<file path="config.mk">
export PLATFORM = sky130hd
export DESIGN_NAME = multiport_register_file
export DESIGN_NICKNAME = d
export VERILOG_FILES = /design/src/rtl/regfile_pkg.sv /design/src/rtl/regfile_scoreboard.sv /design/src/rtl/multiport_register_file.sv
export SDC_FILE = /design/constraint.sdc
export NUM_CORES = 2
export LEC_CHECK = 0
export CAP_MARGIN = 20
export CORE_ASPECT_RATIO = 0.75
export CORE_UTILIZATION = 50
export CTS_CLUSTER_SIZE = 8
export DETAILED_ROUTE_END_ITERATION = 8
export PLACE_DENSITY = 0.69
export SYNTH_ARGS = -nofsm -noshare
export SYNTH_HDL_FRONTEND = slang
export SYNTH_HIERARCHICAL = 1
export SYNTH_SLANG_ARGS = --single-unit
</file>
<file path="constraint.sdc">
create_clock -name i_clk -period 7.4 [get_ports i_clk]
set_input_delay 1.11 -clock i_clk [delete_from_list [all_inputs] [get_ports i_clk]]
set_output_delay 1.11 -clock i_clk [all_outputs]
set_load 0.02 [all_outputs]
</file>
<file path="src/rtl/regfile_pkg.sv">
// rtl/regfile_pkg.sv - shared types and sizing helpers for the multiport register file
//
// Contents:
//   MAX_READ / MAX_WRITE : largest supported read / write port counts
//   state_e              : clear-sequencer states (ST_CLEAR, ST_READY)
//   addr_w()             : address width for a given DEPTH
package regfile_pkg;

  localparam int MAX_READ  = 4;
  localparam int MAX_WRITE = 2;

  typedef enum logic {
    ST_CLEAR = 1'b0,
    ST_READY = 1'b1
  } state_e;

  function automatic int addr_w(input int depth);
    return (depth < 2) ? 1 : $clog2(depth);
  endfunction

endpackage

</file>
<file path="src/rtl/regfile_scoreboard.sv">
// rtl/regfile_scoreboard.sv - per-register busy bits with set/clear priority and read lookup
//
// Ports:
//   i_clk, i_arst     : clock, asynchronous active-high reset (all busy bits cleared)
//   i_flush           : synchronous clear of every busy bit
//   i_clrEnable/Addr  : per write port, clear busy of the written register
//   i_setEnable/Addr  : mark one register busy (wins over a same-cycle clear)
//   i_readAddress     : per read port lookup address
//   o_readBusy        : busy bit of each looked-up register (combinational)
module regfile_scoreboard
  import regfile_pkg::*;
#(
  parameter int DEPTH    = 32,
  parameter int N_READ   = 2,
  parameter int N_WRITE  = 2,
  parameter bit ZERO_REG = 1'b1,
  parameter int ADDR_W   = addr_w(DEPTH)
) (
  input  logic                           i_clk,
  input  logic                           i_arst,
  input  logic                           i_flush,
  input  logic [N_WRITE-1:0]             i_clrEnable,
  input  logic [N_WRITE-1:0][ADDR_W-1:0] i_clrAddress,
  input  logic                           i_setEnable,
  input  logic [ADDR_W-1:0]              i_setAddress,
  input  logic [N_READ-1:0][ADDR_W-1:0]  i_readAddress,
  output logic [N_READ-1:0]              o_readBusy
);

  logic [DEPTH-1:0] busy_q;
  logic [DEPTH-1:0] busy_d;

  always_comb begin
    busy_d = busy_q;
    for (int w = 0; w < N_WRITE; w++) begin
      if (i_clrEnable[w]) busy_d[i_clrAddress[w]] = 1'b0;
    end
    // A new producer supersedes the one that is retiring this cycle.
    if (i_setEnable) busy_d[i_setAddress] = 1'b1;
    if (ZERO_REG) busy_d[0] = 1'b0;
    if (i_flush) busy_d = '0;
  end

  always_ff @(posedge i_clk or posedge i_arst) begin
    if (i_arst) busy_q <= '0;
    else        busy_q <= busy_d;
  end

  always_comb begin
    for (int r = 0; r < N_READ; r++) begin
      o_readBusy[r] = busy_q[i_readAddress[r]];
    end
  end

endmodule

</file>
<file path="src/rtl/multiport_register_file.sv">
// rtl/multiport_register_file.sv - N_READ/N_WRITE register file with busy scoreboard and clear sequencer
//
// Optional macro: REGFILE_WRITE_BYPASS_EN (same-cycle write-to-read forwarding)
//
// Ports:
//   i_clk, i_arst       : clock, asynchronous active-high reset (restarts the clear walk)
//   i_clear             : pulse in READY starts a new clear walk and flushes busy bits
//   o_ready             : 1 once every entry has been zeroed
//   i_readAddress       : N_READ read addresses
//   o_readData          : N_READ combinational read data (0 while not ready)
//   o_readBusy          : N_READ busy bits of the addressed registers (0 while not ready)
//   i_writeEnable/Address/Data : N_WRITE write ports, higher index wins on collision
//   i_setBusy/Address   : mark a register as having a pending producer
// ADDR_W is derived from DEPTH and is not meant to be overridden.
module multiport_register_file
  import regfile_pkg::*;
#(
  parameter int DATA_W   = 32,
  parameter int DEPTH    = 32,
  parameter int N_READ   = 2,
  parameter int N_WRITE  = 2,
  parameter bit ZERO_REG = 1'b1,
  parameter int ADDR_W   = addr_w(DEPTH)
) (
  input  logic                           i_clk,
  input  logic                           i_arst,
  input  logic                           i_clear,
  output logic                           o_ready,
  input  logic [N_READ-1:0][ADDR_W-1:0]  i_readAddress,
  output logic [N_READ-1:0][DATA_W-1:0]  o_readData,
  output logic [N_READ-1:0]              o_readBusy,
  input  logic [N_WRITE-1:0]             i_writeEnable,
  input  logic [N_WRITE-1:0][ADDR_W-1:0] i_writeAddress,
  input  logic [N_WRITE-1:0][DATA_W-1:0] i_writeData,
  input  logic                           i_setBusy,
  input  logic [ADDR_W-1:0]              i_setBusyAddress
);

  state_e              state_q;
  state_e              state_d;
  logic [ADDR_W-1:0]   ptr_q;
  logic [ADDR_W-1:0]   ptr_d;
  logic [DATA_W-1:0]   mem_q [DEPTH];
  logic                ready;
  logic [N_READ-1:0]   sb_busy;
  logic [N_WRITE-1:0]  wr_en;

  assign ready   = (state_q == ST_READY);
  assign o_ready = ready;

  // Port writes only take effect once the file is usable.
  always_comb begin
    for (int w = 0; w < N_WRITE; w++) begin
      wr_en[w] = i_writeEnable[w] && ready;
    end
  end

  // Clear sequencer: walk every entry once, then hand over to READY.
  always_comb begin
    state_d = state_q;
    ptr_d   = ptr_q;
    case (state_q)
      ST_CLEAR: begin
        ptr_d = ptr_q + 1'b1;
        if (ptr_q == ADDR_W'(DEPTH - 1)) state_d = ST_READY;
      end
      ST_READY: begin
        if (i_clear) begin
          state_d = ST_CLEAR;
          ptr_d   = '0;
        end
      end
      default: begin
        state_d = ST_CLEAR;
        ptr_d   = '0;
      end
    endcase
  end

  always_ff @(posedge i_clk or posedge i_arst) begin
    if (i_arst) begin
      state_q <= ST_CLEAR;
      ptr_q   <= '0;
    end else begin
      state_q <= state_d;
      ptr_q   <= ptr_d;
    end
  end

  // Storage has no reset so it can map onto an SRAM-style array; the
  // sequencer provides the zero state instead. Later ports overwrite
  // earlier ones in the loop, giving the higher index priority.
  always_ff @(posedge i_clk) begin
    if (state_q == ST_CLEAR) begin
      mem_q[ptr_q] <= '0;
    end else begin
      for (int w = 0; w < N_WRITE; w++) begin
        if (i_writeEnable[w] && !(ZERO_REG && (i_writeAddress[w] == '0))) begin
          mem_q[i_writeAddress[w]] <= i_writeData[w];
        end
      end
    end
  end

  regfile_scoreboard #(
    .DEPTH    (DEPTH),
    .N_READ   (N_READ),
    .N_WRITE  (N_WRITE),
    .ZERO_REG (ZERO_REG),
    .ADDR_W   (ADDR_W)
  ) u_scoreboard (
    .i_clk         (i_clk),
    .i_arst        (i_arst),
    .i_flush       (ready && i_clear),
    .i_clrEnable   (wr_en),
    .i_clrAddress  (i_writeAddress),
    .i_setEnable   (i_setBusy && ready),
    .i_setAddress  (i_setBusyAddress),
    .i_readAddress (i_readAddress),
    .o_readBusy    (sb_busy)
  );

  always_comb begin
    for (int r = 0; r < N_READ; r++) begin
      o_readData[r] = mem_q[i_readAddress[r]];
      o_readBusy[r] = sb_busy[r];
`ifdef REGFILE_WRITE_BYPASS_EN
      // Forward same-cycle write data; the write retires the producer, so
      // busy drops unless a new producer is claimed on the same edge.
      for (int w = 0; w < N_WRITE; w++) begin
        if (wr_en[w] && (i_writeAddress[w] == i_readAddress[r])) begin
          o_readData[r] = i_writeData[w];
          o_readBusy[r] = i_setBusy && (i_setBusyAddress == i_readAddress[r]);
        end
      end
`endif
      if (!ready || (ZERO_REG && (i_readAddress[r] == '0))) begin
        o_readData[r] = '0;
        o_readBusy[r] = 1'b0;
      end
    end
  end

endmodule

</file>
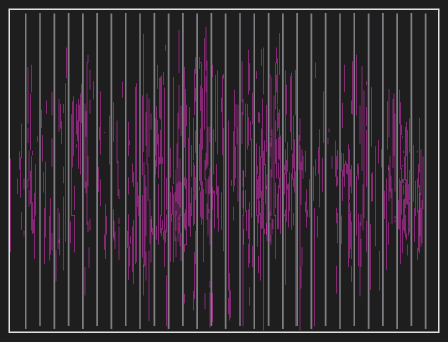
Fig. 1. Signal wires on met4.
Supply wires on this layer in gray.
The wires run mostly vertical. The layer holds 7.1% of the routed length. The layer carries 17600 µm of wire. 232 nets have wire on it. The longest straight run is 176 µm.

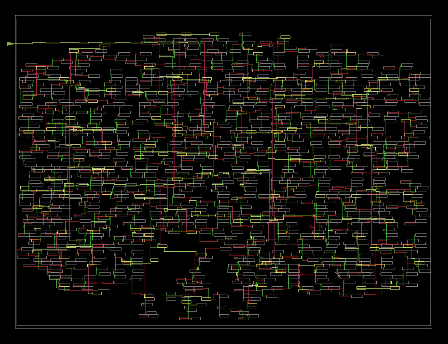
Fig. 2. Clock nets.
clock buffer count from CTS: 150
clock buffers: 173
seq_cells: 1061
insertion delay at the late pin of the worst-skew pair: 0.78 ns

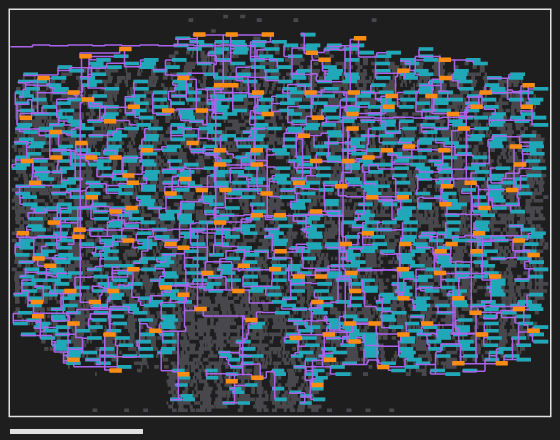
Fig. 3. Clock distribution.
Scale bar: 100 µm.
Key: orange = clock drivers [count 150]; cyan = flip-flops [count 1061]; purple = clock wires [length 14800 µm]
Position of the flops: all over the die.

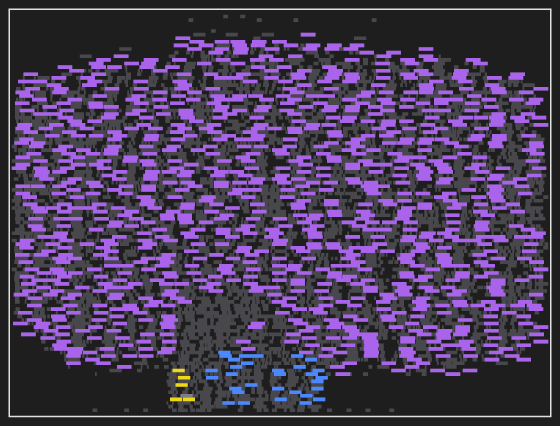
Fig. 4. Sequential cells colored by netlist name.
Other sequential cells in the stronger gray, the rest of the logic in the fainter gray.
Key: yellow = ptr_q [flops 5]; purple = mem_q [flops 1024]; blue = u_scoreboard/busy_q [flops 31, where south]
Another 1 sequential cells are not colored.

==> impl_metrics.tcl <==
# metrics dict for downstream scripts
set metrics [dict create \
    outcome "finished with violations" \
    violations "design-rule violations" \
    worstReg2RegEnd "mem_q[21][4]" \
    cts.repair.resized 0 \
    slew_viol_final 0 \
    fin_ws_ns 0.932 \
    comb_cells 3871 \
    gpl.final_weighted_congestion 0.956 \
    grt_start_max_net_pins 95 \
    final_cell_mix "1051 x sky130_fd_sc_hd__nand2_1, 1024 x sky130_fd_sc_hd__edfxtp_1, 976 x sky130_fd_sc_hd__o21ai_0" \
    postLayoutCellArea_mm2 0.0691 \
    initialDrtViolationCount 10030 \
    syn_area_per_cell_um2 10.9 \
    reg2reg_setup_slack_ns 3.15 \
    port-buffer-count 161 \
    post-route-drc-count 1 \
    sequential_cell_area_mm2 0.0317 \
    non_clock_buffer_area_share_pct 5.38 \
    post_route_cells_drive_above_1_share_pct 12.2 \
    post_synth_most_frequent_cells "1051 x sky130_fd_sc_hd__nand2_1, 1024 x sky130_fd_sc_hd__edfxtp_1, 976 x sky130_fd_sc_hd__o21ai_0" \
    grt_most_used_layer "met2" \
    post_drt_via_cell_ratio 7.17 \
    worst_hold_startpoint "u_scoreboard/busy_q[22]" \
    clock-root-buffer "sky130_fd_sc_hd__clkbuf_16" \
    track_usage_pct 39.4 \
    post-synth-top-area-fraction_pct 50.1 \
    dp_worst_setup_slack_ns 1.36 \
    dr.max_layer_used "met5" \
    cts_hold_repair.buffers 0 \
    fin_skew_ns 0.0278 \
    clock_tree.buffer_depth 3 \
    fin_util_pct 57.2 \
    wl_um 249000 \
    cp_slowest_cell "sky130_fd_sc_hd__nor2_4" \
    tool_warnings 27 \
    flip_flop_cell_with_the_highest_count_after_synthesis "sky130_fd_sc_hd__edfxtp_1" \
    synth_cell_type_count 58 \
    timing.critical_path.to "o_readData[16]" \
    numClockSinks 1061 \
    power_switching_mw 4.99 \
    yosys.stat.chipArea_mm2 0.0614 \
    post_synth_instance_area_mm2 0.0614 \
    wire_length_of_the_first_global_routing_pass_um 347000 \
]
